$ cat config.mk
export PLATFORM = sky130hd
export DESIGN_NAME = ms_countdown_timer
export DESIGN_NICKNAME = d
export VERILOG_FILES = /design/src/rtl/ms_countdown_timer.sv
export SDC_FILE = /design/constraint.sdc
export NUM_CORES = 1
export LEC_CHECK = 0
export CORE_UTILIZATION = 42
export DETAILED_ROUTE_END_ITERATION = 6
export PLACE_DENSITY_LB_ADDON = 0.3
export SYNTH_ARGS = -nofsm -noshare
export SYNTH_HDL_FRONTEND = slang
export SYNTH_SLANG_ARGS = --single-unit
$ cat constraint.sdc
create_clock -name Clk -period 2.81 [get_ports Clk]
set_input_delay 0.7025 -clock Clk [delete_from_list [all_inputs] [get_ports Clk]]
set_output_delay 0.7025 -clock Clk [all_outputs]
set_load 0.02 [all_outputs]
$ cat src/rtl/ms_countdown_timer.sv
// ms_countdown_timer: per-turn millisecond countdown for the sequence-matching game.
// A 16-bit LFSR prescaler produces one tick per ms while running. Each tick
// decrements Remaining and increments Elapsed. Reaching zero by counting
// raises Timeout for one cycle and latches Expired.
module ms_countdown_timer #(
  parameter int unsigned TW       = 21,
  parameter logic [15:0] SEED     = 16'hFFFF,
  parameter logic [15:0] TERMINAL = 16'h6DB6
) (
  input  logic          Clk,
  input  logic          Rst,
  input  logic          Load,
  input  logic [TW-1:0] LoadVal,
  input  logic          Run,
  output logic [TW-1:0] Remaining,
  output logic [TW-1:0] Elapsed,
  output logic          Tick,
  output logic          Timeout,
  output logic          Expired,
  output logic          Busy
);

  typedef enum logic [1:0] {
    IDLE,
    RUN,
    PAUSE,
    EXPIRED
  } state_t;

  state_t      state;
  logic [15:0] lfsr;
  logic [15:0] lfsr_step;
  logic        fb;

  // Next prescaler state for a single shift.
  always_comb begin
    fb        = lfsr[15];
    lfsr_step = {lfsr[14:5], lfsr[4] ^ fb, lfsr[3], lfsr[2] ^ fb, lfsr[1] ^ fb, lfsr[0], fb};
  end

  // Control FSM, prescaler and registered outputs.
  // Busy/Expired are written alongside each state change so that they always
  // reflect the state being entered.
  always_ff @(posedge Clk or posedge Rst) begin
    if (Rst) begin
      state     <= IDLE;
      lfsr      <= SEED;
      Remaining <= '0;
      Elapsed   <= '0;
      Tick      <= 1'b0;
      Timeout   <= 1'b0;
      Expired   <= 1'b0;
      Busy      <= 1'b0;
    end else begin
      Tick    <= 1'b0;
      Timeout <= 1'b0;
      if (Load) begin
        Remaining <= LoadVal;
        Elapsed   <= '0;
        lfsr      <= SEED;
        Busy      <= 1'b0;
        if (LoadVal != '0) begin
          state   <= IDLE;
          Expired <= 1'b0;
        end else begin
          state   <= EXPIRED;
          Expired <= 1'b1;
        end
      end else begin
        unique case (state)
          IDLE: begin
            if (Run && (Remaining != '0)) begin
              state <= RUN;
              Busy  <= 1'b1;
            end
          end
          RUN: begin
            // The prescaler is enabled by the current state, so the tick or
            // shift is taken even on the edge where Run drops.
            if (lfsr == TERMINAL) begin
              lfsr      <= SEED;
              Tick      <= 1'b1;
              Remaining <= Remaining - 1'b1;
              if (Elapsed != '1) begin
                Elapsed <= Elapsed + 1'b1;
              end
              if (Remaining == TW'(1)) begin
                Timeout <= 1'b1;
                Expired <= 1'b1;
                Busy    <= 1'b0;
                state   <= EXPIRED;
              end else if (!Run) begin
                state <= PAUSE;
              end
            end else begin
              lfsr <= lfsr_step;
              if (!Run) begin
                state <= PAUSE;
              end
            end
          end
          PAUSE: begin
            if (Run) begin
              state <= RUN;
            end
          end
          EXPIRED: begin
            state <= EXPIRED;
          end
          default: begin
            state <= IDLE;
          end
        endcase
      end
    end
  end

endmodule

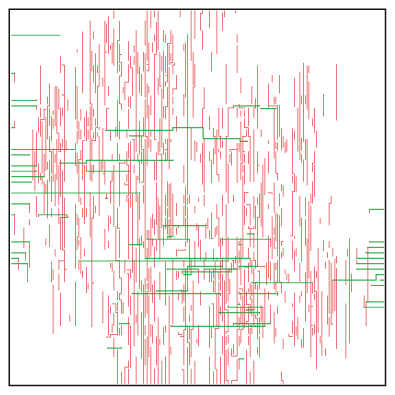
Figure 1: run 1, metal layers overlaid.
(4 px per um) Two of the layers only.
color	layer	wire length
green	met3	547 um
red	met2	4,320 um
total wire length: 9.257 mm
Overall Global Routing Usage: 0.2245
routed via count: 3,230

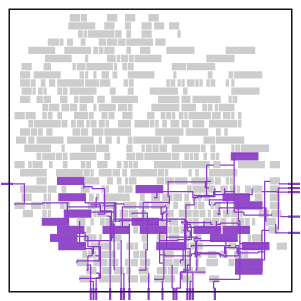
Figure 2: run 1, I/O nets highlighted.
(3 px per um)
color	port	bits	direction	end cells	wire
purple	Remaining	21	output	21	1,130 um
Port-buffer cells: 70
I/O pins: 71

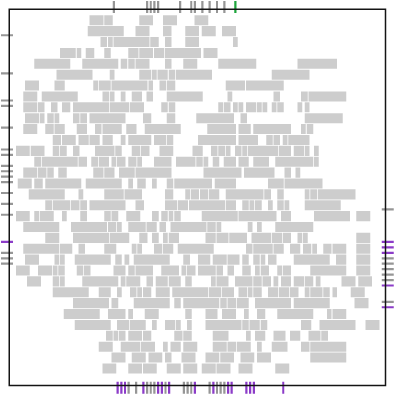
Figure 3: run 1, ports around the boundary.
(4 px per um) Pins as bars across the die edge, other pins in gray.
color	port	pins	direction	edge
green	Rst	1	input	top
purple	Remaining	21	output	15 bottom, 5 right, 1 left
die height: 93.69 um
Horiz. Die Dim: 93.69 um

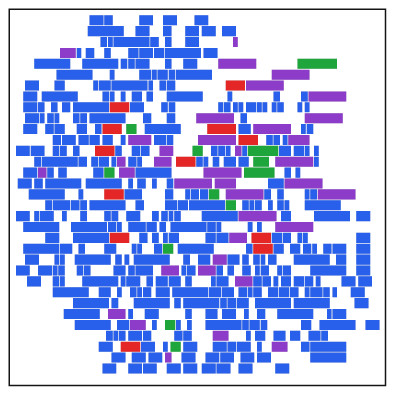
Figure 4: run 1, cells by drive strength.
(4 px per um)
color	size	cells	share
green	drive 3 to 4	12	2.7%
purple	drive 2	37	8.2%
red	drive 6 and up	12	2.7%
blue	drive 1 or less	391	87%
count of plain and timing-repair buffers: 79
area grow syn2layout: 28.35%
fin worst setup slack: 0.3201 ns
fin area: 4532 um^2

==> metrics.cfg, run 1 <==
[cells_and_area]
seq_area_um2 = 1622
buf_share = 0.1712
layout-drive-gt1-share = 0.1350
nets = 476
lay_top_cells = clkdlybuf4s50_1, dfrtp_1, nand2_1, nor2_1, o21ai_0
reg_top3 = Elapsed x21, Remaining x21, lfsr x16

[pwr]
power-top-group = sequential cells
peakVddDrop_uv = 232.1
pg_clk_uw = 709
pwr-share-seq = 0.501
seq-power_mw = 1.04
switching_share = 0.2801
p_leak_nw = 1.709

[outcome]
status = completed

[synthesis]
yosys_cells = 375
syn-instance-count = 375
yosys_warnings = 0
ys_sh_xor = 0.04961
ys.flop_type = dfrtp_1

[sta]
timing.hold.ws_ns = 0.4979
timing.fmax_ghz = 0.4016
setup_viol = 0
hold_violations = 0

[setup_path]
critical_path_depth = 6
critical_path.top_delay_family = simple AND/OR/NAND/NOR gates
reg2reg_slack_ns = 0.32
slowest_delay_ns = 0.60
path_max_fanout = 20
r2r_cells = 6

[cts]
postCtsResizedCells = 0
cts_tree = yes
cts-buffers-inserted = 9
cts.sink_count = 64

[drt]
first_pass_iters = 4

[placement]
placement.cell_area_um2 = 4360
dp.cells = 541

[grt]
use_met1 = 0.3121

--- run 2 (diff from run 1) ---
CAP_MARGIN = 20   (was unset)
CTS_CLUSTER_DIAMETER = 120   (was unset)
CTS_CLUSTER_SIZE = 40   (was unset)
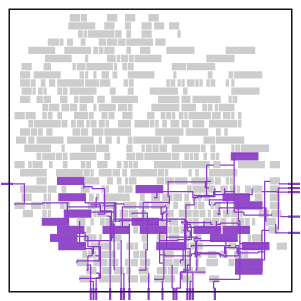
Figure 5: run 2, I/O nets highlighted.
(3 px per um)
color	port	bits	direction	end cells	wire
purple	Remaining	21	output	21	1,130 um

==> metrics.cfg, run 2 <==
[cells_and_area]
buf_share = 0.1712  ; unchanged
utilization = 0.5543  ; unchanged
area_growth_pct = 28.35  ; unchanged
reg_top3 = Elapsed x21, Remaining x21, lfsr x16  ; unchanged
num-fill-cells = 738  ; unchanged
lay_top_cells = clkdlybuf4s50_1, dfrtp_1, nand2_1, nor2_1, o21ai_0  ; unchanged
comb_area_frac = 0.3967  ; unchanged
nClkBuffers = 15  ; unchanged
seq_area_um2 = 1622  ; unchanged
final_cell_area_um2 = 4532  ; unchanged
nets = 476  ; unchanged
logic_area_um2 = 1798  ; unchanged
layout-drive-gt1-share = 0.1350  ; unchanged
signal_buffers = 79  ; unchanged

[synthesis]
syn_area_um2 = 3531  ; unchanged
avgSynthCellArea_um2 = 9.416  ; unchanged
async_reset_ff_frac = 1.000  ; unchanged
ys_sh_xor = 0.04961  ; unchanged
ys.flop_type = dfrtp_1  ; unchanged
yosys_cells = 375  ; unchanged
yosys_warnings = 0  ; unchanged
ys_sh_mux = 0.02162  ; unchanged
ys_sh_simple = 0.3019  ; unchanged
syn-instance-count = 375  ; unchanged

[grt]
grt_util_all_layers = 0.2245  ; unchanged
met3_usage = 0.04612  ; unchanged
use_met1 = 0.3121  ; unchanged

[setup_path]
r2r-start = lfsr[1]  ; unchanged
slowest_delay_ns = 0.60  ; about the same
reg2reg_slack_ns = 0.32  ; about the same
path_max_fanout = 20  ; unchanged
critical_path_depth = 6  ; unchanged
critical_path.top_delay_family = simple AND/OR/NAND/NOR gates  ; unchanged
r2r_cells = 6  ; unchanged

[pwr]
seq-power_mw = 1.04  ; about the same
p_leak_nw = 1.709  ; unchanged
power-top-group = sequential cells  ; unchanged
switching_share = 0.2801  ; unchanged
peakVddDrop_uv = 232.1  ; unchanged
pg_clk_uw = 709  ; about the same
powerComb_uw = 333  ; about the same
pwr-share-seq = 0.501  ; about the same

[cts]
cts.sink_count = 64  ; unchanged
cts_hold_buf = 0  ; unchanged
postCtsResizedCells = 0  ; unchanged
cts_tree = yes  ; unchanged
cts_root_buf = clkbuf_8  ; unchanged
post-cts-setup-buffers = 0  ; unchanged
cts-buffers-inserted = 9  ; unchanged

[placement]
placement.cell_area_um2 = 4360  ; unchanged
dp.cells = 541  ; unchanged
io_buffers = 70  ; unchanged

[drt]
drt-initial-drc-count = 142  ; unchanged
vias = 3230  ; unchanged
wl_mm = 9.257  ; unchanged
drc = 0  ; unchanged
first_pass_iters = 4  ; unchanged
wirelength_met1_mm = 4.223  ; unchanged

[worst_hold_path]
min_from = lfsr[8]  ; unchanged

[die]
die_h_um = 93.69  ; unchanged
io_pins = 71  ; unchanged
taps = 105  ; unchanged
die_w_um = 93.69  ; unchanged

[sta]
setup_slack_ns = 0.3201  ; unchanged
finalClockPeriodUsage = 0.8861  ; unchanged
timing.hold.ws_ns = 0.4979  ; unchanged
timing.fmax_ghz = 0.4016  ; unchanged
hold_violations = 0  ; unchanged
setup_viol = 0  ; unchanged

[outcome]
status = completed  ; unchanged

[flow_run]
warnings = 28  ; unchanged

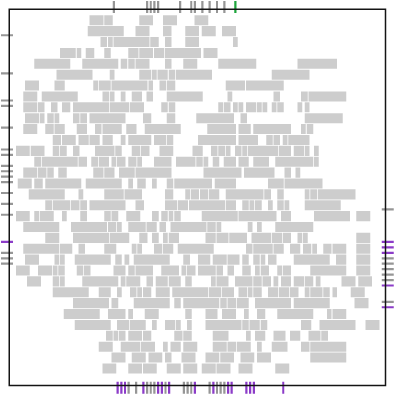
Figure 6: run 2, ports around the boundary.
(4 px per um) Pins as bars across the die edge, other pins in gray.
color	port	pins	direction	edge
purple	Remaining	21	output	15 bottom, 5 right, 1 left
green	Rst	1	input	top
all pins by edge	28 bottom, 18 left, 13 top, 12 right

No activity file was given, so power comes from the tool's default toggle rates.
